<file path="src/rtl/predict_pkg.sv">
// predict_pkg: shared definitions for the branch predictor write side.
// Entry layout {valid, state, tag, target}, field widths, the 2-bit
// counter encoding, and the per-lane next-entry evaluation used by the
// update path.
package predict_pkg;

    localparam int VALID_BIT = 17;
    localparam int STATE_HI  = 16;
    localparam int STATE_LO  = 15;
    localparam int TAG_HI    = 14;
    localparam int TAG_LO    = 13;
    localparam int TGT_HI    = 12;
    localparam int TGT_LO    = 0;

    localparam int IDX_W   = 11;
    localparam int TAG_W   = 2;
    localparam int PC_W    = 13;
    localparam int ENTRY_W = 18;
    localparam int UPD_W   = IDX_W + ENTRY_W;   // queued {addr, data}

    typedef enum logic [1:0] {
        ST_SNT = 2'd0,
        ST_WNT = 2'd1,
        ST_WT  = 2'd2,
        ST_ST  = 2'd3
    } ctr_e;

    typedef struct packed {
        logic               wr;
        logic [ENTRY_W-1:0] entry;
    } lane_res_t;

    // Next table entry for one resolved branch given its lookup values.
    // wr=0 when nothing needs writing: a not-taken miss, or a hit whose
    // updated entry is identical to the one already in the table.
    function automatic lane_res_t eval_lane(
        input logic             match,
        input logic [1:0]       state,
        input logic [PC_W-1:0]  pretgt,
        input logic             taken,
        input logic [PC_W-1:0]  target,
        input logic [TAG_W-1:0] tag
    );
        lane_res_t       r;
        logic [1:0]      ns;
        logic [PC_W-1:0] nt;
        r.wr    = 1'b0;
        r.entry = '0;
        ns      = state;
        nt      = pretgt;
        if (!match) begin
            if (taken) begin
                r.wr    = 1'b1;
                r.entry = {1'b1, 2'(ST_WT), tag, target};
            end
        end else begin
            if (taken) begin
                ns = (state == 2'(ST_ST)) ? 2'(ST_ST) : state + 2'd1;
                nt = target;
            end else begin
                ns = (state == 2'(ST_SNT)) ? 2'(ST_SNT) : state - 2'd1;
                nt = pretgt;
            end
            r.entry = {1'b1, ns, tag, nt};
            r.wr    = (ns != state) || (nt != pretgt);
        end
        return r;
    endfunction

endpackage

</file>
<file path="src/rtl/pu_fifo.sv">
// pu_fifo: DEPTH-entry queue of {addr, data} table updates.
// Ports: CLK/RST (async active-high); push1/din1 and push2/din2 enqueue up
// to two entries per cycle (din1 lands first, push2 is only used together
// with push1); pop dequeues the head shown on dout; empty flags no entries;
// free is the slot count available this cycle, already counting the slot
// released by a concurrent pop.
module pu_fifo
    import predict_pkg::*;
#(
    parameter int DEPTH = 4
) (
    input  logic                   CLK,
    input  logic                   RST,
    input  logic                   push1,
    input  logic [UPD_W-1:0]       din1,
    input  logic                   push2,
    input  logic [UPD_W-1:0]       din2,
    input  logic                   pop,
    output logic [UPD_W-1:0]       dout,
    output logic                   empty,
    output logic [$clog2(DEPTH):0] free
);

    localparam int AW = $clog2(DEPTH);
    localparam int CW = AW + 1;

    logic [UPD_W-1:0] mem_q [DEPTH];
    logic [UPD_W-1:0] mem_d [DEPTH];
    logic [AW-1:0]    wr_q, wr_d;
    logic [AW-1:0]    rd_q, rd_d;
    logic [CW-1:0]    cnt_q, cnt_d;
    logic             do_pop;

    always_comb begin
        mem_d  = mem_q;
        do_pop = pop && (cnt_q != '0);
        if (push1) begin
            mem_d[wr_q] = din1;
        end
        if (push2) begin
            mem_d[push1 ? wr_q + AW'(1) : wr_q] = din2;
        end
        // Power-of-two depth: pointers wrap by plain overflow.
        wr_d  = wr_q + AW'(push1) + AW'(push2);
        rd_d  = rd_q + AW'(do_pop);
        cnt_d = cnt_q + CW'(push1) + CW'(push2) - CW'(do_pop);
        dout  = mem_q[rd_q];
        empty = (cnt_q == '0);
        free  = CW'(DEPTH) - cnt_q + CW'(do_pop);
    end

    always_ff @(posedge CLK or posedge RST) begin
        if (RST) begin
            for (int unsigned i = 0; i < DEPTH; i++) begin
                mem_q[i] <= '0;
            end
            wr_q  <= '0;
            rd_q  <= '0;
            cnt_q <= '0;
        end else begin
            mem_q <= mem_d;
            wr_q  <= wr_d;
            rd_q  <= rd_d;
            cnt_q <= cnt_d;
        end
    end

endmodule

</file>
<file path="src/rtl/predict_update.sv">
// predict_update: write side of the branch predictor table.
// Ports: CLK/RST (async active-high); per-lane resolved branch info
// e_valid/e_pc/e_taken/e_target plus lookup-time e_match/e_state/e_pretgt
// (lane 1 older); w_addr/w_data/wen drive the table's single write port;
// drop pulses for one cycle when an update could not be queued.
module predict_update
    import predict_pkg::*;
#(
    parameter int DEPTH = 4
) (
    input  logic         CLK,
    input  logic         RST,
    input  logic         e_valid1,
    input  logic [12:0]  e_pc1,
    input  logic         e_taken1,
    input  logic [12:0]  e_target1,
    input  logic         e_match1,
    input  logic [1:0]   e_state1,
    input  logic [12:0]  e_pretgt1,
    input  logic         e_valid2,
    input  logic [12:0]  e_pc2,
    input  logic         e_taken2,
    input  logic [12:0]  e_target2,
    input  logic         e_match2,
    input  logic [1:0]   e_state2,
    input  logic [12:0]  e_pretgt2,
    output logic [10:0]  w_addr,
    output logic [17:0]  w_data,
    output logic         wen,
    output logic         drop
);

    localparam int CW = $clog2(DEPTH) + 1;

    logic [IDX_W-1:0]   idx1, idx2;
    logic [TAG_W-1:0]   tag1, tag2;
    lane_res_t          r1, r2;
    logic               collide;
    logic               m2;
    logic [1:0]         s2;
    logic [PC_W-1:0]    p2;
    logic               req1, req2;
    logic [UPD_W-1:0]   u1, u2;
    logic               a_v, b_v;
    logic [UPD_W-1:0]   a_d;
    logic               push1, push2, pop;
    logic [UPD_W-1:0]   head;
    logic               empty;
    logic [CW-1:0]      free;

    logic [IDX_W-1:0]   w_addr_q, w_addr_d;
    logic [ENTRY_W-1:0] w_data_q, w_data_d;
    logic               wen_q, wen_d;
    logic               drop_q, drop_d;

    always_comb begin
        idx1    = e_pc1[IDX_W-1:0];
        idx2    = e_pc2[IDX_W-1:0];
        tag1    = e_pc1[PC_W-1:IDX_W];
        tag2    = e_pc2[PC_W-1:IDX_W];
        collide = e_valid1 && e_valid2 && (idx1 == idx2);

        r1 = eval_lane(e_match1, e_state1, e_pretgt1, e_taken1, e_target1, tag1);

        // On a same-index pair lane 2 sees lane 1's result as its lookup,
        // as if lane 1 had already been written to the table.
        m2 = e_match2;
        s2 = e_state2;
        p2 = e_pretgt2;
        if (collide && r1.wr) begin
            m2 = 1'b1;
            s2 = r1.entry[STATE_HI:STATE_LO];
            p2 = r1.entry[TGT_HI:TGT_LO];
        end
        r2 = eval_lane(m2, s2, p2, e_taken2, e_target2, tag2);

        if (collide) begin
            req1 = r1.wr || r2.wr;
            u1   = {idx1, r2.wr ? r2.entry : r1.entry};
            req2 = 1'b0;
        end else begin
            req1 = e_valid1 && r1.wr;
            u1   = {idx1, r1.entry};
            req2 = e_valid2 && r2.wr;
        end
        u2 = {idx2, r2.entry};

        // Compact requests onto push1 first so a single slot goes to the
        // older lane and lane 2 is the first to be dropped.
        a_v   = req1 || req2;
        a_d   = req1 ? u1 : u2;
        b_v   = req1 && req2;
        pop   = !empty;
        push1 = a_v && (free >= CW'(1));
        push2 = b_v && (free >= CW'(2));

        drop_d   = (a_v && !push1) || (b_v && !push2);
        wen_d    = pop;
        w_addr_d = w_addr_q;
        w_data_d = w_data_q;
        if (pop) begin
            w_addr_d = head[UPD_W-1:ENTRY_W];
            w_data_d = head[ENTRY_W-1:0];
        end
    end

    pu_fifo #(
        .DEPTH (DEPTH)
    ) u_fifo (
        .CLK   (CLK),
        .RST   (RST),
        .push1 (push1),
        .din1  (a_d),
        .push2 (push2),
        .din2  (u2),
        .pop   (pop),
        .dout  (head),
        .empty (empty),
        .free  (free)
    );

    always_ff @(posedge CLK or posedge RST) begin
        if (RST) begin
            w_addr_q <= '0;
            w_data_q <= '0;
            wen_q    <= 1'b0;
            drop_q   <= 1'b0;
        end else begin
            w_addr_q <= w_addr_d;
            w_data_q <= w_data_d;
            wen_q    <= wen_d;
            drop_q   <= drop_d;
        end
    end

    assign w_addr = w_addr_q;
    assign w_data = w_data_q;
    assign wen    = wen_q;
    assign drop   = drop_q;

endmodule

</file>
<file path="config.mk">
export PLATFORM = sky130hd
export DESIGN_NAME = predict_update
export DESIGN_NICKNAME = d
export VERILOG_FILES = /design/src/rtl/predict_pkg.sv /design/src/rtl/pu_fifo.sv /design/src/rtl/predict_update.sv
export SDC_FILE = /design/constraint.sdc
export NUM_CORES = 1
export LEC_CHECK = 0
export CELL_PAD_IN_SITES_DETAIL_PLACEMENT = 1
export CELL_PAD_IN_SITES_GLOBAL_PLACEMENT = 1
export CORE_MARGIN = 4
export CORE_UTILIZATION = 44
export DETAILED_ROUTE_END_ITERATION = 8
export HOLD_SLACK_MARGIN = 0.06
export PLACE_DENSITY_LB_ADDON = 0.15
export SYNTH_ARGS = -nofsm -noshare
export SYNTH_HDL_FRONTEND = slang
export SYNTH_SLANG_ARGS = --single-unit
</file>
<file path="constraint.sdc">
create_clock -name CLK -period 6.2 [get_ports CLK]
set_input_delay 0.93 -clock CLK [delete_from_list [all_inputs] [get_ports CLK]]
set_output_delay 0.93 -clock CLK [all_outputs]
set_load 0.1 [all_outputs]
</file>
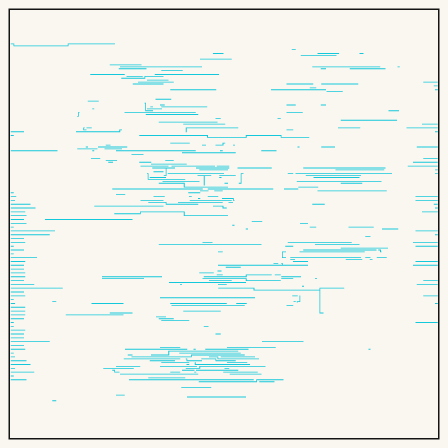
*Signal wires on met3, run 1*
nets with wire on the layer: 191
longest straight run: 44.2 um
share of all routed wire: 8.4%
Via Count: 8487
routed wire length: 34.6 mm
met3 Use GR: 0.0579

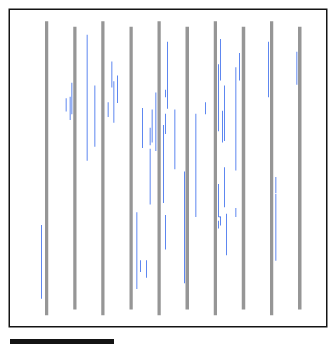
*The metal 4 layer, run 1*
The bar under the picture is 50 um long. Supply wires on this layer in gray.
wire length on this layer: 897 um
nets with wire on the layer: 31
main direction: vertical
share of all routed wire: 2.6%
longest straight run: 60.5 um

==> Slide: Implementation Results, run 1 <==
Key Metrics from the Run

Run status
  • Status: complete, no violations

Worst hold path
  • Worst Hold Class: reg2reg
  • Worst Hold End: u_fifo.mem_q[17]$_DFF_PP0_

Yosys
  • Net count after synthesis: 944
  • Unique cell types: 63
  • Synth Warn #: 0
  • Adders+Majority by Area: 0.0174
  • Xor/xnor share: 0.0391
  • # Cells Yosys: 843
  • Area fraction in compound gates: 0.245
  • Seq share, synth: 0.419
  • Post-synth ARST share: 1.00
  • Ys flop type: dfrtp_1
  • Top cells, area: dfrtp_1 (42%), mux4_2 (7.1%), a221o_1 (4.9%)
  • Top area contributor share: 0.419
  • Mux area share: 0.115
  • Mapped Cells: 843
  • Most instantiated library cell after synthesis: dfrtp_1

Final timing
  • RSZ-0062 raised after global routing: no
  • Final worst slack: 1.05 ns
  • Worst Tran Pin Value: 1.20 ns
  • Final period util: 0.830
  • Final setup vio count: 0

Clocking
  • Htree depth: 4
  • TritonCTS Buffers: 17
  • CTS tree: built
  • Clk ins delay skew pair: 0.43 ns
  • Hold buffer count at cts: 0
  • CTS Buffer Depth: 2

Placement
  • Dpl ws: 0.679 ns
  • Inst Count DP: 1187

Setup path
  • Worst EP arrival: 5.45 ns
  • Reg2Reg Depth: 13
  • CP Depth: 14
  • Bufs and invs on worst path: 1
  • Critical path's top delay family: simple AND/OR/NAND/NOR gates
  • Flop2flop setup slack: 1.91 ns
  • Crit path largest cell delay: 0.70 ns
  • Crit path DRT: 6.50 ns

Layout
  • Flops: 154
  • Sequential share of cell area: 0.344
  • Largest register FFs: 116
  • Clkbuf count: 18
  • Antenna diodes: 0
  • Biggest Area Class: combinational gates
  • Most numerous logic cell after layout: dfrtp_1
  • Clock-cell share: 0.0538

Power
  • Seq pwr share: 0.285
  • Leak Pwr: 4.52 nW
  • Sequential power: 0.00178 W

Detailed routing
  • Vias per cell: 6.96
  • Iter 0 DRT Violations: 735
  • Routed wl met3: 2.91 mm
  • Met1 WL: 13.9 mm

Job
  • OpenROAD warning count: 31
  • Max-Cap Viols: 0

GRT
  • Met1 usage: 0.371
  • Grt ovf: 0
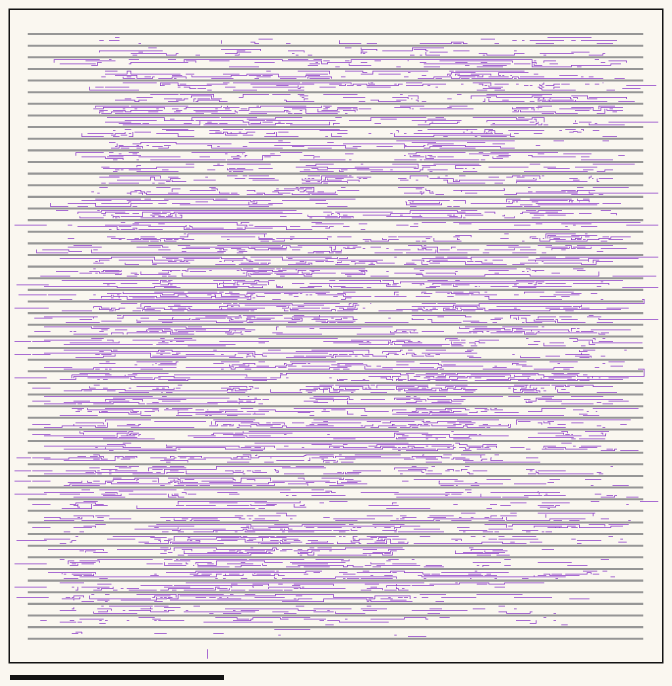
*Signal wires on met1, run 1*
The bar under the picture is 50 um long. Supply wires on this layer in gray.
nets with wire on the layer: 963
wire length on this layer: 13900 um
main direction: horizontal
longest straight run: 55.7 um

==> run 2, diff against run 1 <==
==> constraint.sdc (replaced) <==
create_clock -name CLK -period 5.4 [get_ports CLK]
set_input_delay 0.81 -clock CLK [delete_from_list [all_inputs] [get_ports CLK]]
set_output_delay 0.81 -clock CLK [all_outputs]
set_load 0.1 [all_outputs]
==> run 2 against run 1 <==
Compared with the run above:
- synthesized area unchanged
- register-to-register slack lost 0.40 ns
- via count up 2.9%
- clock skew grew 0.0024 ns
- setup slack got worse by 0.57 ns
- sequential share of layout area decreased by 0.43 points
- sequential cell count stayed put
- sequential power up 15%
- total power rose by 16%
- synthesized cell count is the same
- largest cell class unchanged
==> Slide: Implementation Results, run 2 <==
Key Metrics from the Run

Setup path
  • Bufs and invs on worst path: 2 (was 1)
  • CP Depth: 15 (was 14)
  • Worst EP arrival: 5.24 ns (was 5.45 ns)
  • Crit path largest cell delay: 0.56 ns (was 0.70 ns)
  • Crit end category: flip-flop (unchanged)
  • Crit path DRT: 5.72 ns (was 6.50 ns)
  • Reg2Reg Depth: 14 (was 13)
  • Critical path peak fanout: 24 (was 11)
  • Flop2flop setup slack: 1.51 ns (was 1.91 ns)
  • Critical path's top delay family: simple AND/OR/NAND/NOR gates (unchanged)

Layout
  • Clkbuf count: 17 (was 18)
  • Layout Cells excl Fill: 1234 (was 1219)
  • Fin util: 0.558 (was 0.551)
  • Signal buffers: 163 (was 148)
  • Biggest Area Class: combinational gates (unchanged)
  • Layout fillers: 2148 (was 2149)
  • Antenna diodes: 0 (unchanged)
  • Clock-cell share: 0.0547 (was 0.0538)
  • Mi-comb count: 595 (unchanged)
  • Sequential share of cell area: 0.340 (was 0.344)
  • Largest register FFs: 116 (unchanged)
  • Flops: 154 (unchanged)
  • Most numerous logic cell after layout: dfrtp_1 (unchanged)

Clocking
  • Post-CTS sizing: 0 (unchanged)
  • CTS Buffer Depth: 2 (unchanged)
  • Hold buffer count at cts: 0 (unchanged)
  • Worst-path clk slew: 0.07 ns (about the same)
  • Htree depth: 4 (unchanged)
  • TritonCTS Buffers: 17 (unchanged)
  • CTS tree: built (unchanged)
  • Clk ins delay skew pair: 0.45 ns (was 0.43 ns)

Final timing
  • RSZ-0062 raised after global routing: no (unchanged)
  • Final min period: 4.92 ns
  • Worst Tran Pin Value: 1.24 ns (was 1.20 ns)
  • Final setup vio count: 0 (unchanged)
  • Final worst slack: 0.478 ns (was 1.05 ns)
  • Final period util: 0.911

Power
  • Seq pwr share: 0.283 (was 0.285)
  • Sequential power: 0.00205 W (was 0.00178 W)
  • Max VDD drop: 0.000335 V (was 0.000211 V)
  • P_int: 0.00385 W (was 0.00335 W)
  • Leak Pwr: 4.61 nW (was 4.52 nW)

Detailed routing
  • Met1 WL: 14.3 mm (was 13.9 mm)
  • Routed wl met3: 2.64 mm (was 2.91 mm)
  • DR top layer: met4 (unchanged)
  • Residual DRC count: 0 (unchanged)
  • Iter 0 DRT Violations: 915 (was 735)
  • Vias per cell: 7.08 (was 6.96)

Yosys
  • Mean instance size in the synthesized netlist: 10.9 sq um (unchanged)
  • Mapped Cells: 843 (unchanged)
  • Unique cell types: 63 (unchanged)
  • Mux area share: 0.115 (unchanged)
  • Synth Warn #: 0 (unchanged)
  • Top cells, area: dfrtp_1 (42%), mux4_2 (7.1%), a221o_1 (4.9%) (unchanged)
  • Net count after synthesis: 944 (unchanged)
  • # Cells Yosys: 843 (unchanged)
  • Most instantiated library cell after synthesis: dfrtp_1 (unchanged)
  • Xor/xnor share: 0.0391 (unchanged)
  • Top area contributor share: 0.419 (unchanged)
  • Ys flops: 154 (unchanged)
  • Seq share, synth: 0.419 (unchanged)
  • Largest area contributor in the netlist: dfrtp_1 (unchanged)
  • Adders+Majority by Area: 0.0174 (unchanged)
  • Area fraction in compound gates: 0.245 (unchanged)
  • Ys flop type: dfrtp_1 (unchanged)
  • Post-synth ARST share: 1.00 (unchanged)

Die
  • Die width: 153 um (unchanged)
  • Core region area: 20400 sq um (unchanged)
  • Chip area: 23300 sq um (unchanged)
  • TAP cells: 270 (unchanged)
  • Initial core utilization: 0.451 (unchanged)

Run status
  • Status: complete, no violations (unchanged)

GRT
  • Pin count of the biggest net entering global routing: 94 (was 107)
  • Met3 Use GR: 0.0571 (was 0.0579)
  • First-pass GRT wire length: 55.6 mm (was 53.4 mm)
  • Grt ovf: 0 (unchanged)
  • Vias in the first global route: 9530 (was 9223)

Job
  • OpenROAD warning count: 29 (was 31)
  • Max-Cap Viols: 0 (unchanged)

Placement
  • Inst Count DP: 1202 (was 1187)
  • Dpl ws: 0.0357 ns (was 0.679 ns)

Worst hold path
  • Worst Hold Class: reg2reg (unchanged)
  • Worst Hold End: u_fifo.mem_q[75]$_DFF_PP0_ (was u_fifo.mem_q[17]$_DFF_PP0_)
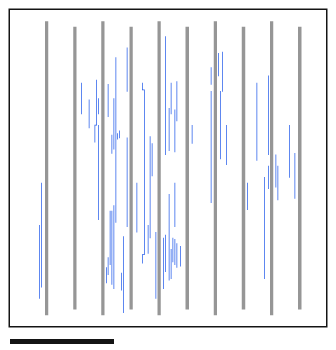
*The metal 4 layer, run 2*
The bar under the picture is 50 um long. Supply wires on this layer in gray.
longest straight run: 79.6 um
share of all routed wire: 4.1%
main direction: vertical
Via Count: 8732
routed wire length: 35.9 mm

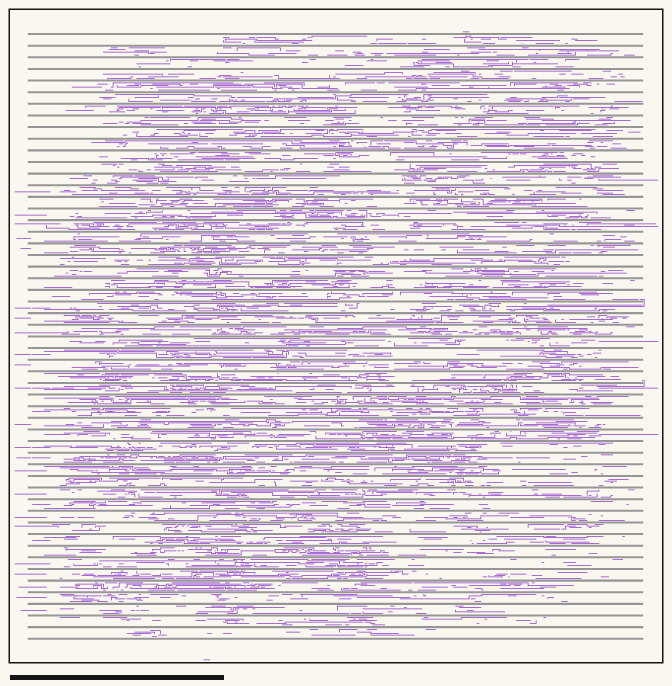
*Signal wires on met1, run 2*
The bar under the picture is 50 um long. Supply wires on this layer in gray.
met1 usage: 0.383

Power figures rest on the tool's default switching activity, not on a simulated workload.
